===== config.mk =====
export PLATFORM = sky130hd
export DESIGN_NAME = cpu_run_dump_ctrl
export DESIGN_NICKNAME = d
export VERILOG_FILES = /design/src/rtl/cpu_dbg_pkg.sv /design/src/rtl/dump_skid_reg.sv /design/src/rtl/cpu_run_dump_ctrl.sv
export SDC_FILE = /design/constraint.sdc
export NUM_CORES = 1
export LEC_CHECK = 0
export ABC_AREA = 1
export CAP_MARGIN = 40
export CELL_PAD_IN_SITES_DETAIL_PLACEMENT = 1
export CELL_PAD_IN_SITES_GLOBAL_PLACEMENT = 1
export CORE_AREA = 2 2 117 119
export CTS_BUF_LIST = sky130_fd_sc_hd__clkbuf_8
export CTS_CLUSTER_DIAMETER = 40
export DETAILED_ROUTE_END_ITERATION = 16
export DIE_AREA = 0 0 119 121
export PLACE_DENSITY_LB_ADDON = 0.1
export SLEW_MARGIN = 10
export SYNTH_ARGS = -nofsm -noshare
export SYNTH_HDL_FRONTEND = slang
export SYNTH_SLANG_ARGS = --single-unit

===== constraint.sdc =====
create_clock -name clk_i -period 3 [get_ports clk_i]
set_clock_uncertainty 0.1 [all_clocks]
set_input_delay 0.6 -clock clk_i [delete_from_list [all_inputs] [get_ports clk_i]]
set_output_delay 0.6 -clock clk_i [all_outputs]
set_load 0.05 [all_outputs]

===== src/rtl/cpu_dbg_pkg.sv =====
// Shared types and defaults for the CPU run/dump debug controller and its helpers.
package cpu_dbg_pkg;

    typedef enum logic [1:0] {
        StIdle,
        StRun,
        StDump,
        StDone
    } ctrl_state_e;

    localparam int unsigned DefDataW    = 32;
    localparam int unsigned DefNumRegs  = 32;
    localparam int unsigned DefDumpRegs = 13;
    localparam int unsigned DefCntW     = 16;
    localparam int unsigned DefRaddrW   = $clog2(DefNumRegs);

endpackage


===== src/rtl/dump_skid_reg.sv =====
// Valid/ready output register: loads when empty or draining, holds its beat while stalled.
module dump_skid_reg #(
    parameter int unsigned W = 8
) (
    input  logic         clk_i,
    input  logic         rst_i,
    input  logic         in_valid_i,
    output logic         in_ready_o,
    input  logic [W-1:0] in_data_i,
    output logic         out_valid_o,
    input  logic         out_ready_i,
    output logic [W-1:0] out_data_o
);

    logic         valid_q;
    logic [W-1:0] data_q;

    assign in_ready_o  = !valid_q || out_ready_i;
    assign out_valid_o = valid_q;
    assign out_data_o  = data_q;

    always_ff @(posedge clk_i) begin
        if (rst_i) begin
            valid_q <= 1'b0;
            data_q  <= '0;
        end else if (in_valid_i && in_ready_o) begin
            valid_q <= 1'b1;
            data_q  <= in_data_i;
        end else if (out_ready_i) begin
            valid_q <= 1'b0;
        end
    end

endmodule


===== src/rtl/cpu_run_dump_ctrl.sv =====
// Runs the CPU for a bounded number of enabled cycles (or until halt), then streams
// the low register-file entries out over a valid/ready port.
module cpu_run_dump_ctrl
    import cpu_dbg_pkg::*;
#(
    parameter  int unsigned DATA_W    = DefDataW,
    parameter  int unsigned NUM_REGS  = DefNumRegs,
    parameter  int unsigned DUMP_REGS = DefDumpRegs,
    parameter  int unsigned CNT_W     = DefCntW,
    localparam int unsigned RADDR_W   = $clog2(NUM_REGS)
) (
    input  logic               clk_i,
    input  logic               rst_i,
    input  logic               start_i,
    input  logic [CNT_W-1:0]   run_cycles_i,
    input  logic               halt_i,
    output logic               cpu_en_o,
    output logic [RADDR_W-1:0] rf_raddr_o,
    input  logic [DATA_W-1:0]  rf_rdata_i,
    output logic               dump_valid_o,
    input  logic               dump_ready_i,
    output logic [RADDR_W-1:0] dump_idx_o,
    output logic [DATA_W-1:0]  dump_data_o,
    output logic [CNT_W-1:0]   cycle_cnt_o,
    output logic               busy_o,
    output logic               done_o
);

    // One extra bit so the pointer can reach DUMP_REGS even when it equals NUM_REGS.
    localparam int unsigned PtrW = RADDR_W + 1;

    ctrl_state_e        state_q, state_d;
    logic [CNT_W-1:0]   cycle_cnt_q;
    logic [CNT_W-1:0]   limit_q;
    logic [PtrW-1:0]    ptr_q;

    logic               start_accept;
    logic               limit_hit;
    logic               load_req;
    logic               load_rdy;
    logic               last_accept;
    logic [RADDR_W+DATA_W-1:0] beat_in;
    logic [RADDR_W+DATA_W-1:0] beat_out;

    assign start_accept = start_i && ((state_q == StIdle) || (state_q == StDone));
    assign limit_hit    = ({1'b0, cycle_cnt_q} + (CNT_W + 1)'(1)) == {1'b0, limit_q};

    assign load_req    = (state_q == StDump) && (ptr_q < PtrW'(DUMP_REGS));
    assign beat_in     = {ptr_q[RADDR_W-1:0], rf_rdata_i};
    assign last_accept = (state_q == StDump) && dump_valid_o && dump_ready_i &&
                         (dump_idx_o == RADDR_W'(DUMP_REGS - 1));

    assign cpu_en_o    = (state_q == StRun);
    assign busy_o      = (state_q == StRun) || (state_q == StDump);
    assign done_o      = (state_q == StDone);
    assign rf_raddr_o  = ptr_q[RADDR_W-1:0];
    assign cycle_cnt_o = cycle_cnt_q;
    assign dump_idx_o  = beat_out[RADDR_W+DATA_W-1:DATA_W];
    assign dump_data_o = beat_out[DATA_W-1:0];

    always_comb begin
        state_d = state_q;
        case (state_q)
            StIdle, StDone: begin
                if (start_i) begin
                    state_d = (run_cycles_i == '0) ? StDump : StRun;
                end
            end
            StRun: begin
                if (limit_hit || halt_i) begin
                    state_d = StDump;
                end
            end
            StDump: begin
                if (last_accept) begin
                    state_d = StDone;
                end
            end
            default: state_d = StIdle;
        endcase
    end

    always_ff @(posedge clk_i) begin
        if (rst_i) begin
            state_q <= StIdle;
        end else begin
            state_q <= state_d;
        end
    end

    always_ff @(posedge clk_i) begin
        if (rst_i) begin
            cycle_cnt_q <= '0;
            limit_q     <= '0;
        end else if (start_accept) begin
            cycle_cnt_q <= '0;
            limit_q     <= run_cycles_i;
        end else if (state_q == StRun) begin
            if (!(&cycle_cnt_q)) begin
                cycle_cnt_q <= cycle_cnt_q + CNT_W'(1);
            end
        end
    end

    always_ff @(posedge clk_i) begin
        if (rst_i || start_accept) begin
            ptr_q <= '0;
        end else if (load_req && load_rdy) begin
            ptr_q <= ptr_q + PtrW'(1);
        end
    end

    dump_skid_reg #(
        .W (RADDR_W + DATA_W)
    ) u_dump_reg (
        .clk_i       (clk_i),
        .rst_i       (rst_i),
        .in_valid_i  (load_req),
        .in_ready_o  (load_rdy),
        .in_data_i   (beat_in),
        .out_valid_o (dump_valid_o),
        .out_ready_i (dump_ready_i),
        .out_data_o  (beat_out)
    );

endmodule

run_1/m3.png
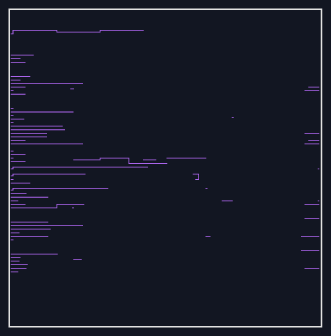
- longest straight run: 51.5 µm
- main direction: horizontal

run_1/placed.png
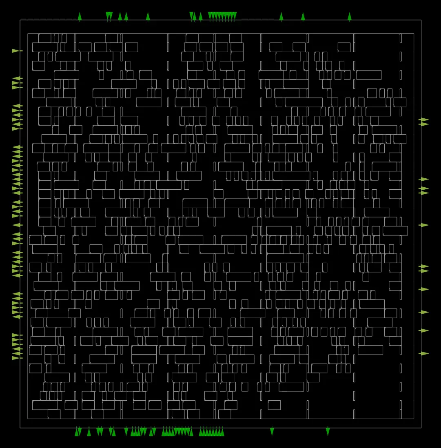
final-layout fill cell count: 1,641
core area: 0.0131 mm²
num rows: 42
Final Core Density: 0.395

run_1/ff_map.png
Other sequential cells in the stronger grey, the rest of the logic in the fainter grey.
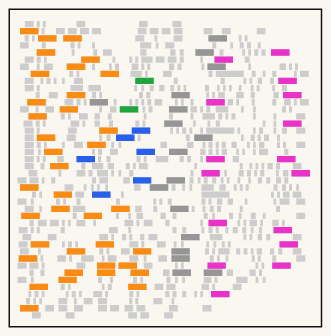
- u_dump_reg.out_data_o: orange (flops 37)
- cycle_cnt_o: magenta (flops 16)
- state_q: green (flops 2)
- ptr_q: blue (flops 6; where centre)

==> summary.txt, run 1 <==
Physical implementation

The flow ran to the end, and the final reports show no timing, DRC or antenna violations. CTS built an H-tree with a depth of 3. The CTS tree is done. The reg2reg setup slack is approximately 800 ps. The start point of the worst hold path is ptr_q[5]$_SDFFE_PP0P_. The routed wirelength normalized by instance count is around 14 µm. The power share of the sequential group is 0.327.

The combined area of all synthesized cells is 0.00362 mm². For this block, the routed nets add up to approximately 12 mm of wire. The post-CTS hold buffer count recorded in the log is 0. The number of top-level design ports is 115.

Of the post-synthesis cell area, the dominant cell type holds 0.432. The count of unique library cells instantiated by Yosys is 32. The largest net degree at the start of global routing is 43. The internal power of the cells is 0.00258 W. The required time at the worst endpoint is listed as between 2000 and 2500 ps.

The highest supply drop recorded on VDD is slightly below 0.3 mV. The global-route usage over all layers is 0.165. Timing analysis after detailed placement gives a worst setup slack of roughly 620 ps. In the post-synthesis netlist, the biggest area contributors are dfxtp_1 (43%), nand2_1 (15%), a21oi_1 (8.2%). The tally of yosys warning messages is 0. The launch instance of the worst register-to-register path is cycle_cnt_o[1]$_SDFFE_PP0P_. In this run, CTS created clock tree buffers numbering 9. In this run the critical register-to-register path is captured at state_q[0]$_SDFFE_PP0P_. The final hold violation count is 0. The switching portion of total power comes to 0.446. The post-synthesis sequential element count is 78. The gate count of the mapped netlist is 521. The height of the chip is roughly 120 µm.

The part of the Yosys area used for sequential elements is 0.432. In the synthesized netlist the async set-or-reset flop fraction comes to 0. Looking at the gate-level netlist, the highest instance count belongs to nand2_1.

The CTS log lists the clock sinks for this run as 78. The synthesis run shows the most used standard cells to be nand2_1 (147), dfxtp_1 (78), a21oi_1 (59). The leakage power figure is 1.94 nW.

The remaining antenna violation count after routing is 0. The via count of the first global-routing pass came to 3,755. The worst setup path is launched from a flop. The synthesized netlist has a Yosys-reported chip area of approximately 0.0036 mm².

The synth_stat.txt file lists the number of cells as about 520. The part of the total power dissipated in combinational logic is 0.472. In this build the clock could be raised as far as 0.364 GHz. In this run, synthesis inferred 0 flip-flops with an integrated enable.

The average cell area after synthesis is 6.94 µm². The global route stage reports its total congestion overflow as 0. Counting cells, the worst reg-to-reg path comes to 14. Dividing the final minimum period by the clock period gives 0.915. According to the timing report, the critical path is launched from state_q[0]$_SDFFE_PP0P_. The iteration count of the initial detailed-routing pass is 4.

The OpenROAD report gives the critical path a data arrival time of 2050 ps. Setup repair after global routing left no endpoint under its margin. The effective utilization at floorplan is 0.276.

For reference, the clock transition at the flip-flops on the worst setup and hold paths is 80 ps. The total via count after detailed routing is around 3,800. The final net count is slightly below 700. Post-CTS timing repair inserted 0 buffers for setup. Note that the worst hold path type here is flop to flop.

The violation tally recorded at the end of detailed-routing iteration 0 is approximately 130. The end-of-flow timing check tallies setup violations at 0. For the worst-skew pair, the clock arrives at the later sink with an insertion delay of around 350 ps. The fraction of final layout cells sized beyond drive strength 1 is 0.0597. The report counts max-capacitance violations totalling 0. After detailed routing, the number of vias per cell comes to around 4.6.

The synthesis-to-layout area growth is 42.9%. The final number of max-transition violations is 0. The dominant register cell is dfxtp_1. The end point of the most critical hold path is ptr_q[5]$_SDFFE_PP0P_. The cell depth of the worst min-delay path is 2. The placer congestion estimate is a little under 0.8. The transition at the pin with the smallest max-transition slack is approximately 550 ps. The number of antenna cells inserted is 0.

The clock network fraction of design power is 0.201.
run 1: metal layers:
metal,GRT usage,routed length [µm],vias up
li1,-,-,1910
met3,0.0526,686,11
met2,0.302,5850,71
met4,0.0595,176,0
met1,0.178,4820,1779
met5,0,0,-
run 1: placed cells by master, fill, tap and decap left out, types with 4 or more instances in the layout:
cell and instances:
ha_1 7, nand4_1 6, nor4_1 4, nand2_2 5
nand3b_1 8, nor2_1 46, a21oi_1 59, buf_4 10
nor2_2 4, nand3_1 27, clkdlybuf4s50_1 114, o21ai_0 35
a31oi_1 5, nor3_1 4, dfxtp_1 78, clkbuf_8 9
nand2_1 147, inv_1 46
run 1: layout make-up:
class / count / area, µm²
multi-input combinational: 372 / 1770
inverter: 48 / 180
clock buffer: 9 / 124
fill: 1641 / 7920
tap: 176 / 220
clock inverter: 5 / 100
timing repair buffer: 124 / 1220
sequential: 78 / 1560
run 1: sequential cells by signal (all words and copies together), names as in the netlist:
| register | count |
|---|---|
| limit_q | 16 |
| u_dump_reg.out_data_o | 37 |
| cycle_cnt_o | 16 |
| u_dump_reg.out_valid_o | 1 |
| ptr_q | 6 |
| state_q | 2 |
run 1: power groups by stage:
stage / clock, W / sequential, W / combinational (W)
after floorplan: 0 / 0.00207 / 0.000932
after global placement: 0 / 0.00154 / 0.00220
after detailed placement: 0 / 0.00155 / 0.00223
after CTS: 0.000975 / 0.00153 / 0.00224
after global routing: 0.00102 / 0.00157 / 0.00241
final: 0.000936 / 0.00153 / 0.00220
run 1: worst max-delay path by stage:
stage	to	cells past startpoint
6_report	busy_o	4
5_1_grt	busy_o	4
4_1_cts	busy_o	4
3_5_place_dp	busy_o	4
3_3_place_gp	busy_o	4
2_1_floorplan	cycle_cnt_o[3]$_SDFFE_PP0P_	11
run 1: kinds of logic (layout without fill, tap and decap cells):
kind of cell / after synthesis / count (layout) / share of synthesized area
compound gates: 105 / 105 / 0.150
xor+xnor: 4 / 4 / 0.00969
fa+ha+maj: 7 / 7 / 0.0242
buf+inv: 71 / 186 / 0.0796
flops: 78 / 78 / 0.432
simple gates: 256 / 256 / 0.304
run 1: critical path, cell delays in order (launching register included):
cell,delay [ps]
dfxtp_1,390
inv_1,60
ha_1,300
inv_1,130
clkdlybuf4s50_1,820
run 1: metrics by stage:
step / util / cells / cell area, µm² / hold WS, ps / total power (W)
2_1_floorplan: - / 521 / 3620 / 309 / 0.00300
6_report: 0.395 / 812 / 5170 / 334 / 0.00466
3_3_place_gp: 0.378 / 798 / 4950 / 323 / 0.00374
5_1_grt: 0.395 / 812 / 5170 / 366 / 0.00500
4_1_cts: 0.395 / 812 / 5170 / 342 / 0.00475
3_5_place_dp: 0.378 / 798 / 4950 / 329 / 0.00378
## Run 2: what changed since run 1
- SLEW_MARGIN: 10 -> default
run_2/placed.png
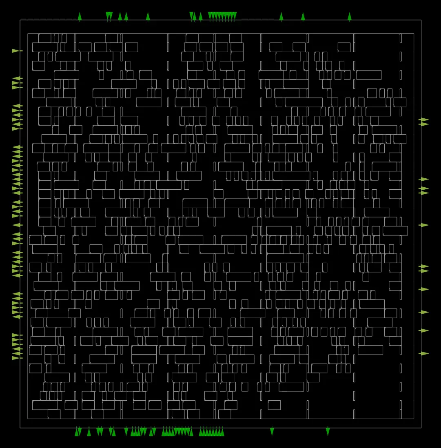
tap cells: 176
share of cell area taken by flip-flops and latches: 0.302
flip-flop and latch count: 78
final non-filler cell total: 812

==> summary.txt, run 2 <==
Physical implementation

The flow ran to the end, and the final reports show no timing, DRC or antenna violations. The required time reported for the critical path endpoint is 2300 ps (about the same). The effective utilization at floorplan is 0.276 (unchanged). Counting along the longest clock path gives a buffer depth of 2.

The area of all placed cells without fillers was 0.00517 mm² (unchanged). The estimated wirelength of the detail-placed design is between 8 and 9 mm. The total of buffers placed on input and output ports is roughly 110.

The count of max-cap constraint violations is 0 (unchanged). The sum of negative setup slack is 0 ps. The worst setup path is captured at a primary output. The worst hold margin came to 334 ps (unchanged). The final wirelength is 11.5 mm (unchanged). The post-synthesis sequential element count is 78 (unchanged).

The post-detailed-placement cell area was 0.00495 mm² (unchanged). The number of antenna cells inserted came to 0 (unchanged). The top cell types in the final layout, fill and taps aside, are nand2_1 (147), clkdlybuf4s50_1 (114), dfxtp_1 (78).

The share of the synthesized area in the top cell type came to 0.432 (unchanged). The remaining antenna violation count after routing is 0 (unchanged). The buffers inserted during post-CTS setup optimization is 0 (unchanged). Of all cell types, the one taking the most synthesized area is dfxtp_1. The worst setup timing slack at the placement stage is 620 ps (unchanged). The power density relative to cell area is 902 mW/mm². The count of clock tree sinks is 78 (unchanged). The maximum clock rate is 0.364 GHz (unchanged). From left edge to right edge, the die measures approximately 120 µm.

The number of antenna violations at the first check in global routing was 0. In the post-synthesis netlist, the biggest area contributors are dfxtp_1 (43%), nand2_1 (15%), a21oi_1 (8.2%). The final setup violation count was 0 (unchanged). The post-synthesis async set-or-reset flop share is 0 (unchanged). The flip-flop count of the largest register, all copies and words added was 37 (unchanged).

The sequential cell area was 0.00156 mm² (unchanged). The core outline area is 0.0131 mm² (unchanged). The number of clock buffers inserted by TritonCTS is 9 (unchanged). The number of H-tree levels is 3 (unchanged). The dominant register cell is dfxtp_1. STA lists the maximum fanout along the critical path as 4. TritonRoute reported its final design rule violation total as 0. The combined area of all synthesized cells is 0.00362 mm² (unchanged). The largest net degree at the start of global routing was 43 (unchanged). The via count of the first global-routing pass came to 3,755 (unchanged). The tally of yosys warning messages came to 0 (unchanged). The gate count of the mapped netlist is 521 (unchanged). The final number of max-transition violations was 0 (unchanged).

The cell resize tally after clock tree synthesis is 0. The synthesis-to-layout area growth came to 42.9% (unchanged). The global-route usage over all layers is 0.165 (unchanged). The iteration count of the initial detailed-routing pass is 4 (unchanged). The fraction of final layout cells sized beyond drive strength 1 was 0.0597 (unchanged).

The time the final worst path needs with I/O delays and setup is around 2700 ps. The final worst-path cycle share is 0.915 (unchanged). The number of placement rows is 42 (unchanged). The area of the multi-input gates is 0.00177 mm² (unchanged). Setup repair after global routing left no endpoint under its margin. The number of cell instances after yosys synthesis is 521 (unchanged).

Setup slack on the critical path of the routed design comes to approximately 250 ps. The chip footprint is approximately 0.014 mm². The filler cell count came to 1,641 (unchanged).

The violation count after the first detailed-route iteration was 131 (unchanged). The part of the Yosys area used for sequential elements is 0.432 (unchanged). The cell at the root of the clock tree is clkbuf_8.

The clock transition at the registers of the reported paths is 80 ps (about the same). The total via count after detailed routing is 3,771 (unchanged). The path class of the lowest-slack min-delay path is flop to flop. The routed wirelength normalized by instance count is 14.2 µm (unchanged). The height of the chip came to 121 µm (unchanged). The worst slew margin relative to its limit is 0.630. The data arrival time at the worst-slack endpoint is 2050 ps (about the same).

The number of top-level design ports is 115 (unchanged). The average cell area after synthesis is 6.94 µm² (unchanged). The final hold violation count is 0 (unchanged). The final net count is 693 (unchanged).

The commonest non-fill, non-tap cell in the layout is nand2_1. The count of unique library cells instantiated by Yosys came to 32 (unchanged). The worst-skew pair later-pin latency is 350 ps (about the same). The CTS tree is done. The placer congestion estimate is 0.788 (unchanged). The synthesis area per yosys is 0.00362 mm² (unchanged).

The residual overflow from global routing is 0 (unchanged). The maximum resistive drop on vdd is 0.290 mV (unchanged). The first-pass GRT wire length is approximately 19 mm. The critical path start-end classification is flop to primary output.

For reference, the top cells by count after synthesis are nand2_1 (147), dfxtp_1 (78), a21oi_1 (59). The leakage power figure came to 1.94 nW (unchanged). The number of flops mapped to enable cells by yosys came to 0 (unchanged). The number of nets at floorplan is just under 600. STA classifies the critical path startpoint as a flop. The detail-routed via count per cell is 4.64 (unchanged). The transition at the pin with the smallest max-transition slack is 553 ps (unchanged). The total placed cells including tap cells is 798 (unchanged). The number of warnings in the stage logs is 30. Among all cell types in the netlist, the one instantiated most often is nand2_1. The number of hold buffers added after cts is 0 (unchanged).
run_2/port_trees.png
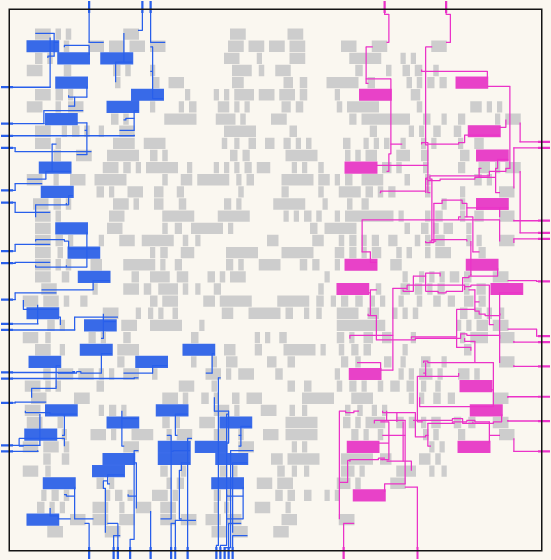
- dump_data_o: blue (direction output; edge 16 west, 13 south, 3 north; end cells 32; buffers 32; wire 912 µm)
- cycle_cnt_o: magenta (direction output; edge 12 east, 2 south, 2 north; end cells 16; buffers 17; wire 958 µm)

[run 2: cell counts after synthesis]
No cell type changed its count.
[run 2: kinds of logic after synthesis]
logic type      synth area share
compound gates             0.150
xor+xnor                 0.00969
fa+ha+maj                 0.0242
buf+inv                   0.0796
flops                      0.432
simple gates               0.304
[run 2: power breakdown]
part | internal [W] | switching, W
clock | 0.000541 | 0.000395
sequential | 0.00130 | 0.000229
combinational | 0.000744 | 0.00146
total | 0.00258 | 0.00208
[run 2: final cells by class]
class / instances / share of cell area
clock buffers: 9 / 0.0240
clock inverters: 5 / 0.0194
inverters: 48 / 0.0348
multi-input cells: 372 / 0.342
flip-flops and latches: 78 / 0.302
well taps: 176 / 0.0426
repair buffers: 124 / 0.235
[run 2: metrics by stage]
stage                     utilization  total power, W
final                           0.395         0.00466
after global routing            0.395         0.00500
after CTS                       0.395         0.00475
after detailed placement        0.378         0.00378
after global placement          0.378         0.00374
after floorplan                     -         0.00300
[run 2: final timing paths]
path,start,end,slack [ps],depth (start not counted)
worst max-delay path,state_q[0]$_SDFFE_PP0P_,busy_o,250,4
worst min-delay path,ptr_q[5]$_SDFFE_PP0P_,ptr_q[5]$_SDFFE_PP0P_,330,2
worst max register to register,cycle_cnt_o[1]$_SDFFE_PP0P_,state_q[0]$_SDFFE_PP0P_,780,14
worst min register to register,ptr_q[5]$_SDFFE_PP0P_,ptr_q[5]$_SDFFE_PP0P_,330,2
[run 2: critical path: stages, from the launching register on]
cell and delay (ps):
dfxtp_1 390, inv_1 60, ha_1 300, inv_1 130
clkdlybuf4s50_1 820
[run 2: metal layers]
layer / GRT usage / up-vias / wire length, µm
li1: - / 1910 / -
met1: 0.178 / 1779 / 4820
met3: 0.0526 / 11 / 686
met2: 0.302 / 71 / 5850
met4: 0.0595 / 0 / 176
met5: 0 / - / 0
run_2/ff_map.png
Other sequential cells in the stronger grey, the rest of the logic in the fainter grey.
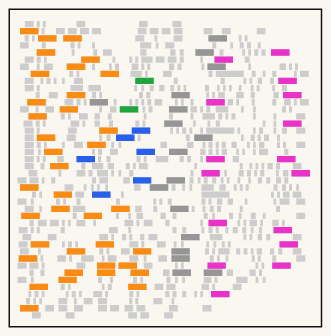

## Run 3: what changed since run 2
- CTS_BUF_LIST: sky130_fd_sc_hd__clkbuf_8 -> sky130_fd_sc_hd__clkbuf_16
- clock period: 3 -> 2.6 ns (I/O delays scaled with it)
run_3/ff_map.png
Other sequential cells in the stronger grey, the rest of the logic in the fainter grey.
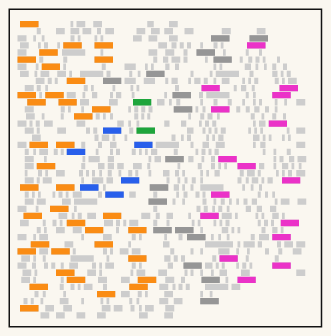
- u_dump_reg.out_data_o: orange (flops 37)
- ptr_q: blue (flops 6)
- cycle_cnt_o: magenta (flops 16)
- state_q: green (flops 2)
- not coloured: 17

run_3/port_trees.png
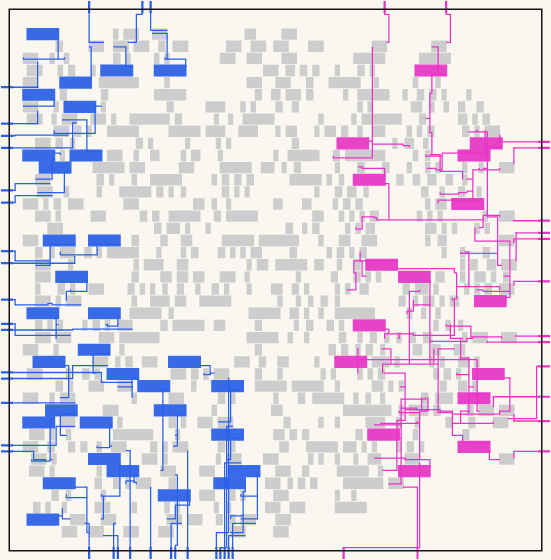
- cycle_cnt_o: magenta (direction output; edge 12 east, 2 south, 2 north; end cells 16; buffers 16; wire 941 µm)
- dump_data_o: blue (direction output; edge 16 west, 13 south, 3 north; end cells 32; buffers 32; wire 871 µm)

==> summary.txt, run 3 <==
Physical implementation

The run finished with clean final reports. The number of warnings in the stage logs is 30 (unchanged). The average cell area after synthesis is 6.94 µm² (unchanged). The number of antenna cells inserted is 0 (unchanged). Post-route period utilization is reported as 0.915. By count the netlist is led by nand2_1 (147), dfxtp_1 (78), a21oi_1 (59). The worst setup path is launched from a flop. The estimated wirelength of the detail-placed design is 9.22 mm (+5.0%).

Setup repair after global routing left no endpoint under its margin. The family with the most delay on the worst path is buffers and inverters. The biggest area consumer among synthesized cells is dfxtp_1. The die outline width is 119 µm (unchanged).

The number of cells on the worst reg-to-reg path was 10 (-4). The slowest stage of the critical path belongs to the cell clkdlybuf4s50_1. The placer congestion estimate was 0.775 (-1.6%). The required time reported for the critical path endpoint is 1980 ps (-320 ps).

Ranking logic cells in the layout by count gives the top entries nand2_1 (147), clkdlybuf4s50_1 (113), dfxtp_1 (78). The violation count after the first detailed-route iteration is 129 (-1.5%). The detail-routed via count per cell came to 4.62 (-0.52%). The number of flops mapped to enable cells by yosys was 0 (unchanged). The area growth from synthesis to layout is 45.2%. The final setup violation count came to 0 (unchanged). The maximum resistive drop on vdd is 0.386 mV (+33%). The worst slew margin relative to its limit is 0.631 (about the same). The total placed cells including tap cells is 801 (+0.38%). The count of clock tree sinks was 78 (unchanged).

The cell at the root of the clock tree is clkbuf_16. The post-synthesis async set-or-reset flop share is 0 (unchanged). The reg2reg setup slack was 390 ps (-390 ps).

The clock transition at the registers of the reported paths is 60 ps (-20 ps). The final wirelength was 12.0 mm (+3.8%). The tally of yosys warning messages is 0 (unchanged). The chip footprint came to 0.0144 mm² (unchanged). Derived from the worst setup path, the maximum achievable clock frequency is between 0.4 and 0.5 GHz. The post-detailed-placement cell area is 0.00497 mm² (+0.40%). The worst-path maximum fanout is 4 (unchanged).

The post-synthesis sequential element count came to 78 (unchanged). The worst-skew pair later-pin latency is 340 ps (about the same). The effective utilization at floorplan is 0.276 (unchanged). The launch instance of the worst register-to-register path is cycle_cnt_o[0]$_SDFFE_PP0P_. The global-route usage over all layers was 0.173 (+0.00811).

The signal on the critical path passes through ha_1 > clkdlybuf4s50_1. The final number of max-transition violations came to 0 (unchanged). The power density relative to cell area is 1060 mW/mm² (+18%). The count of max-cap constraint violations is 0 (unchanged). The share of the synthesized area in the top cell type came to 0.432 (unchanged). The largest net degree at the start of global routing is 25 (-42%). Sorting the synthesized cells by area gives the leading types as dfxtp_1 (43%), nand2_1 (15%), a21oi_1 (8.2%). The residual overflow from global routing is 0 (unchanged). In this run the worst setup path begins at state_q[0]$_SDFFE_PP0P_.

The maximum buffer depth of the clock tree came to 2 (unchanged). According to the hold report, the worst path is of the flop to flop type. The synthesis area per yosys is 0.00362 mm² (unchanged).

The leakage power figure was 1.98 nW (+2.1%). The number of H-tree levels was 3 (unchanged). The transition at the pin with the smallest max-transition slack is 552 ps (-0.853 ps). STA classifies the critical path endpoint as a primary output. The filler-free cell count of the finished design is 816 (+0.49%). The number of hold buffers added after cts was 0 (unchanged).

The data arrival time at the worst-slack endpoint came to 1760 ps (-290 ps). The CTS tree is done. The flip-flop count of the largest register, all copies and words added is 37 (unchanged). The instance count on the critical path was 2 (-2). The delay of the slowest critical-path stage is 820 ps (about the same). The sum of negative setup slack came to 0 ps (unchanged). The number of cell instances after yosys synthesis was 521 (unchanged).

The critical path in this run is classified as flop to primary output. The gate count of the mapped netlist is 521 (unchanged). The remaining antenna violation count after routing is 0 (unchanged). The number of antenna violations at the first check in global routing came to 0 (unchanged). The routed wirelength normalized by instance count is 14.7 µm (+3.3%).

Among logic cells in the layout, the one with the most instances is nand2_1. The cell resize tally after clock tree synthesis is 0 (unchanged). The final routed DRC violation total is 0 (unchanged). The number of top-level design ports is 115 (unchanged). The most frequent cell after synthesis is nand2_1. Counting I/O delays and the setup requirement, the final critical path takes approximately 2400 ps. The final hold violation count is 0 (unchanged). The dominant register cell is dfxtp_1. The area of all placed cells without fillers is 0.00525 mm² (+1.6%). The first-pass GRT wire length is 19.7 mm (+5.4%). The part of the Yosys area used for sequential elements is 0.432 (unchanged). The fraction of final layout cells sized beyond drive strength 1 is 0.0641 (+0.00431). The combined area of all synthesized cells is 0.00362 mm² (unchanged). The height of the chip is 121 µm (unchanged). The capture point of the worst reg-to-reg path is cycle_cnt_o[10]$_SDFFE_PP0P_. The total of buffers placed on input and output ports is 114 (unchanged). The number of clock buffers inserted by TritonCTS came to 9 (unchanged). The final net count came to 696 (+0.43%). The iteration count of the initial detailed-routing pass was 4 (unchanged).

The core outline area came to 0.0131 mm² (unchanged).
-- run 3: cell types whose count changed in the layout (fill, tap and decap cells not counted), sizes merged --
cell           previous run  this run
clkdlybuf4s50           114       113
clkinvlp                  0         1
bufinv                    3         1
clkinv                    3         4
buf                      10        14
inv                      47        48
-- run 3: logic make-up (layout without fill, tap and decap cells) --
kind of cell / Yosys count / in the layout / synth area share
compound gates: 105 / 105 / 0.150
xor+xnor: 4 / 4 / 0.00969
fa+ha+maj: 7 / 7 / 0.0242
buf+inv: 71 / 190 / 0.0796
flops: 78 / 78 / 0.432
simple gates: 256 / 256 / 0.304
-- run 3: power by group --
group          internal, W  switching [W]
clock network     0.000728       0.000509
logic             0.000868        0.00170
registers          0.00150       0.000267
total              0.00309        0.00248
-- run 3: layout make-up --
| cell class | instances | area, µm² |
|---|---|---|
| Clock buffer | 9 | 225 |
| Clock inverter | 6 | 55.1 |
| Fill cell | 1619 | 7830 |
| Inverter | 48 | 180 |
| Multi-Input combinational cell | 372 | 1770 |
| Sequential cell | 78 | 1560 |
| Tap cell | 176 | 220 |
| Timing Repair Buffer | 127 | 1240 |
-- run 3: layer usage --
| metal | global-route usage | part of all wire | vias up |
|---|---|---|---|
| li1 | - | - | 1916 |
| met1 | 0.195 | 0.43 | 1770 |
| met2 | 0.307 | 0.50 | 71 |
| met3 | 0.0503 | 0.055 | 13 |
| met4 | 0.0714 | 0.019 | 0 |
| met5 | 0 | 0 | - |
-- run 3: worst min-delay path: stages (launching register included) --
cell	delay, ps
dfxtp_1	310
inv_1	50
nor2_1	30
-- run 3: worst min path at each step --
stage	depth (start not counted)	startpoint	endpoint	slack, ps
floorplan	2	ptr_q[5]$_SDFFE_PP0P_	ptr_q[5]$_SDFFE_PP0P_	310
global placement	2	ptr_q[5]$_SDFFE_PP0P_	ptr_q[5]$_SDFFE_PP0P_	320
detailed placement	2	ptr_q[5]$_SDFFE_PP0P_	ptr_q[5]$_SDFFE_PP0P_	320
CTS	2	ptr_q[5]$_SDFFE_PP0P_	ptr_q[5]$_SDFFE_PP0P_	330
global route	2	ptr_q[5]$_SDFFE_PP0P_	ptr_q[5]$_SDFFE_PP0P_	350
finish	2	ptr_q[5]$_SDFFE_PP0P_	ptr_q[5]$_SDFFE_PP0P_	330
-- run 3: stage by stage --
step                      worst slack, ps  utilization
after floorplan                       269            -
after global placement                423        0.380
after detailed placement              321        0.380
after CTS                             182        0.401
after global routing                 94.0        0.401
final                                 220        0.401
Power figures rest on the tool's default switching activity, not on a simulated workload.
